placement.png
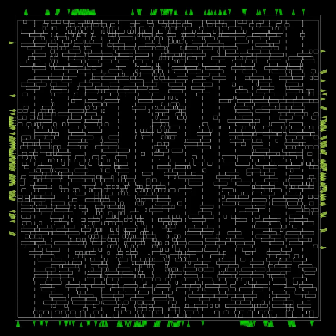
layer_met3.png
Bar = 100 um.
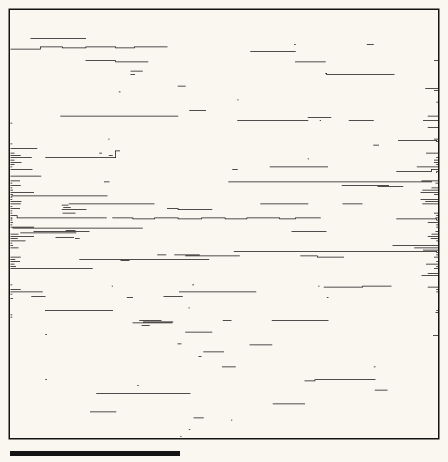
placement_by_type.png
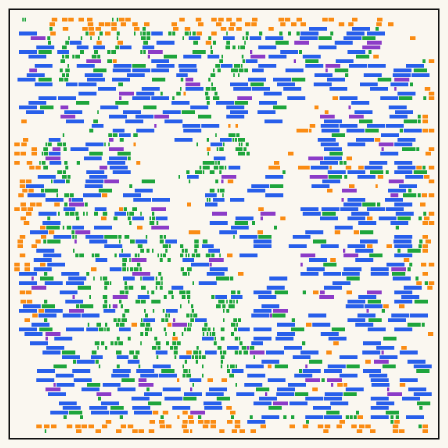
cell_density.png
25 x 25 tiles, from white (low) to dark blue (high), 0 to 100% covered.
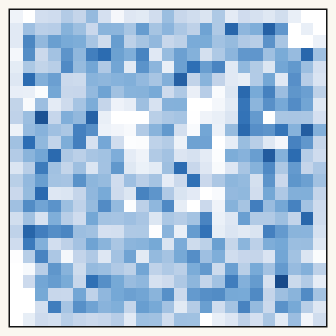
flops_by_reg.png
Bar = 100 um. Other sequential cells in the stronger gray, the rest of the logic in the fainter gray.
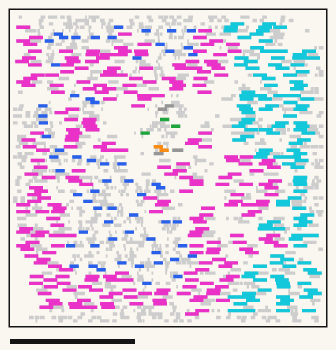
File: src/rtl/if_prefetch_queue.sv
// if_prefetch_queue: fetch PC owner and {pc, instr, fault} queue between imem and decode.
// Define IF_MISALIGN_TRAP_EN to turn misaligned redirect targets into a single fault entry.
`ifndef XLEN_32b
`define XLEN_32b 2'd1
`endif
`ifndef XLEN_64b
`define XLEN_64b 2'd2
`endif
module if_prefetch_queue #(
  parameter logic [1:0] XLEN = `XLEN_64b,
  localparam int AW = 1 << (XLEN + 4),
  parameter int DEPTH = 4,
  parameter logic [AW-1:0] RESET_PC = '0
) (
  input  logic          i_clk,
  input  logic          i_rst,
  output logic [AW-1:0] o_imem_adr,
  input  logic [31:0]   i_imem_instr,
  input  logic          i_stall,
  input  logic          i_redirect,
  input  logic [AW-1:0] i_redirect_pc,
  output logic          o_valid,
  input  logic          i_ready,
  output logic [AW-1:0] o_pc,
  output logic [31:0]   o_instr,
  output logic          o_fault
);
  localparam int PW = $clog2(DEPTH);
  localparam logic [PW:0] FULL = (PW + 1)'(DEPTH);
  localparam logic [31:0] NOP = 32'h0000_0013;
  logic [AW-1:0] r_fpc;
  logic [PW-1:0] wr_ptr;
  logic [PW-1:0] rd_ptr;
  logic [PW:0]   count;
  logic [AW-1:0] q_pc [DEPTH];
  logic [31:0]   q_instr [DEPTH];
  logic          pop;
  logic          push;
  logic          push_fault;
  logic          fetch_en;
  logic          pend_fault;
  logic [AW-1:0] redirect_pc;
`ifdef IF_MISALIGN_TRAP_EN
  logic q_fault [DEPTH];
  logic misaligned;
  assign redirect_pc = i_redirect_pc;
  assign misaligned = |i_redirect_pc[1:0];
  // a misaligned target parks fetch until the next redirect, after queuing one fault entry
  always_ff @(posedge i_clk) begin
    if (i_rst) begin
      fetch_en <= 1'b1;
      pend_fault <= 1'b0;
    end else if (i_redirect) begin
      fetch_en <= !misaligned;
      pend_fault <= misaligned;
    end else if (push_fault) begin
      pend_fault <= 1'b0;
    end
  end
  always_ff @(posedge i_clk)
    if (push) q_fault[wr_ptr] <= push_fault;
  assign o_fault = o_valid & q_fault[rd_ptr];
`else
  assign redirect_pc = i_redirect_pc & ~AW'(3);
  assign fetch_en = 1'b1;
  assign pend_fault = 1'b0;
  assign o_fault = 1'b0;
`endif
  assign o_imem_adr = r_fpc;
  assign o_valid = count != '0;
  assign pop = o_valid & i_ready;
  assign push = !i_stall & !i_redirect & (fetch_en | pend_fault) & ((count != FULL) | pop);
  assign push_fault = push & pend_fault;
  assign o_pc = o_valid ? q_pc[rd_ptr] : '0;
  assign o_instr = o_valid ? q_instr[rd_ptr] : NOP;
  always_ff @(posedge i_clk) begin
    if (i_rst) begin
      r_fpc <= RESET_PC;
      wr_ptr <= '0;
      rd_ptr <= '0;
      count <= '0;
    end else if (i_redirect) begin
      r_fpc <= redirect_pc;
      wr_ptr <= '0;
      rd_ptr <= '0;
      count <= '0;
    end else begin
      if (push && !push_fault) r_fpc <= r_fpc + AW'(4);
      if (push) wr_ptr <= wr_ptr + 1'b1;
      if (pop) rd_ptr <= rd_ptr + 1'b1;
      count <= count + (PW + 1)'(push) - (PW + 1)'(pop);
    end
  end
  always_ff @(posedge i_clk) begin
    if (push) begin
      q_pc[wr_ptr] <= r_fpc;
      q_instr[wr_ptr] <= push_fault ? NOP : i_imem_instr;
    end
  end
endmodule
File: config.mk
export PLATFORM = sky130hd
export DESIGN_NAME = if_prefetch_queue
export DESIGN_NICKNAME = d
export VERILOG_FILES = /design/src/rtl/if_prefetch_queue.sv
export SDC_FILE = /design/constraint.sdc
export NUM_CORES = 1
export LEC_CHECK = 0
export CORE_MARGIN = 2
export CORE_UTILIZATION = 30
export DETAILED_ROUTE_END_ITERATION = 8
export PLACE_DENSITY_LB_ADDON = 0.05
export RECOVER_POWER = 100
export SLEW_MARGIN = 20
export SYNTH_ARGS = -nofsm -noshare
export SYNTH_HDL_FRONTEND = slang
export SYNTH_SLANG_ARGS = --single-unit
File: constraint.sdc
create_clock -name i_clk -period 5.76 [get_ports i_clk]
set_clock_uncertainty 0.15 [all_clocks]
set_input_delay 1.152 -clock i_clk [delete_from_list [all_inputs] [get_ports i_clk]]
set_output_delay 1.152 -clock i_clk [all_outputs]
set_load 0.005 [all_outputs]
==> flow_summary.yaml <==
# yosys + openroad results
cells_and_area:
  num-fill-cells: 5695
  final_layout_top_logic_cells: "edfxtp_1 (376), dlygate4sd3_1 (144), clkdlybuf4s50_1 (109), mux4_2 (94), and2_1 (78)"
  flop-count: 447
  clk_share_pct: 7.04
  largest_register_ffs: 248
  sh_comb_area_pct: 22.6
  nMultiInputCombCells: 596
  register_area_um2: 12700
detailed_routing:
  route.detailed.drc: 0
  m1WireLength_um: 23900
  dr.pass1.iters: 5
  postRouteAntennaNets: 0
  wl_per_cell_um: 23.3
  dr.max_layer_used: "met4"
power:
  seq_cell_power_mw: 3.70
  seq_power_share_pct: 49.9
  swShare_pct: 22.2
  power_density_nw_per_um2: 316
  leakagePower_nw: 7.74
  comb_power_share_pct: 6.8
  switchingPower_mw: 1.65
  p_total_mw: 7.42
critical_path:
  crit-reg2reg-launch: "count[1]"
  crit_end: "o_pc[61]"
  path_buffers: 3
  rr_worst_depth: 4
  crit_path_top_delay_cell: "nor3_1"
  cp_slowest_stage_delay_ns: 0.64
  startpoint_type: "register"
  worstSetupPathType: "register to output pin"
  cp_cell_sequence: "nor3_1, clkinv_2, clkbuf_1, and2_1, dlygate4sd3_1"
  startpoint: "count[1]"
  rrSetupSlack_ns: 1.60
outcome:
  violations: "max-capacitance violations, max-slew violations"
  outcome: "finished with violations"
yosys:
  netlist_area_um2: 18400
  simple_gate_area_share_pct: 11.4
  synth.area.top_cells: "edfxtp_1 (61%), mux4_2 (11%), dfxtp_1 (7.7%)"
  ys_seq_share_pct: 69.0
  common_cells: "edfxtp_1 (376), and2_1 (102), mux4_2 (94)"
  synth_flops: 447
  logic_family: "multiplexers"
  yosysTopAreaCell: "edfxtp_1"
  synth_stat.cells: 1136
  ys_sh_mux_pct: 11.6
  adder_share_pct: 0.584
  synthAoiAreaFrac_pct: 3.86
  ys_sh_xor_pct: 1.47
  yosysTopAreaCellShare_pct: 61.3
die:
  die-area_um2: 63400
  dieWidth_um: 252
  taps: 782
  fp_util_pct: 30.4
cts:
  clockBufferDepth: 3
  cts_num_sinks: 447
  cts_buffers: 51
  hold_buffers: 0
  clk_pin_slew_ns: 0.06
  cts_tree: "yes"
grt:
  antenna_found_initial: 2
  grt_max_degree: 76
  met1_usage_pct: 23.0
  busiest_layer: "met2"
  grt.total_usage_pct: 16.4
sta:
  slew_headroom_pct: -64.2
  period_used_pct: 87.2
  tightest_slew_ns: 2.46
  slew_viol_final: 227
  max_freq_ghz: 0.199
place:
  portBuffers: 255
  dp_hpwl_um: 32700
  pre_cts_ws_ns: 1.13
flow_run:
  cap_violations: 6
  warnings: 31
hold_path:
  min_to: "rd_ptr[1]"
-- placement.png (at the start) --
sequential cell area share: 54.2%
fin util: 38.7%
num rows: 90
final cell count without fillers: 2,220

-- layer_met3.png (at the start) --
- share of all routed wire: 4.9%
- main direction: horizontal
- nets with wire on the layer: 145
- longest straight run: 120 um
- wire length on this layer: 2,550 um
DR vias: 11,029
Routed WL: 51,800 um

-- placement_by_type.png (at the start) --
- blue: sequential cells (cells 447)
- orange: remaining buffers and delay cells (cells 277)
- green: combinational and other logic (cells 616)
- purple: clock drivers and dummy loads (cells 96)
area of the core: 60,600 um2
Final Instance Area: 23,500 um2

-- cell_density.png (at the start) --
- mean over tiles: 36%
- emptiest ninth of the die: middle
- fullest tile: 89%
- nearly empty tiles: 4.8%

-- flops_by_reg.png (at the start) --
- blue: o_imem_adr (sequential cells 62)
- magenta: q_pc (sequential cells 248; where spread over the die)
- orange: rd_ptr (sequential cells 2)
- green: count (sequential cells 3)
- cyan: q_instr (sequential cells 128; where a vertical strip on the right)
- not colored: 4

Power and IR drop assume default switching activity.
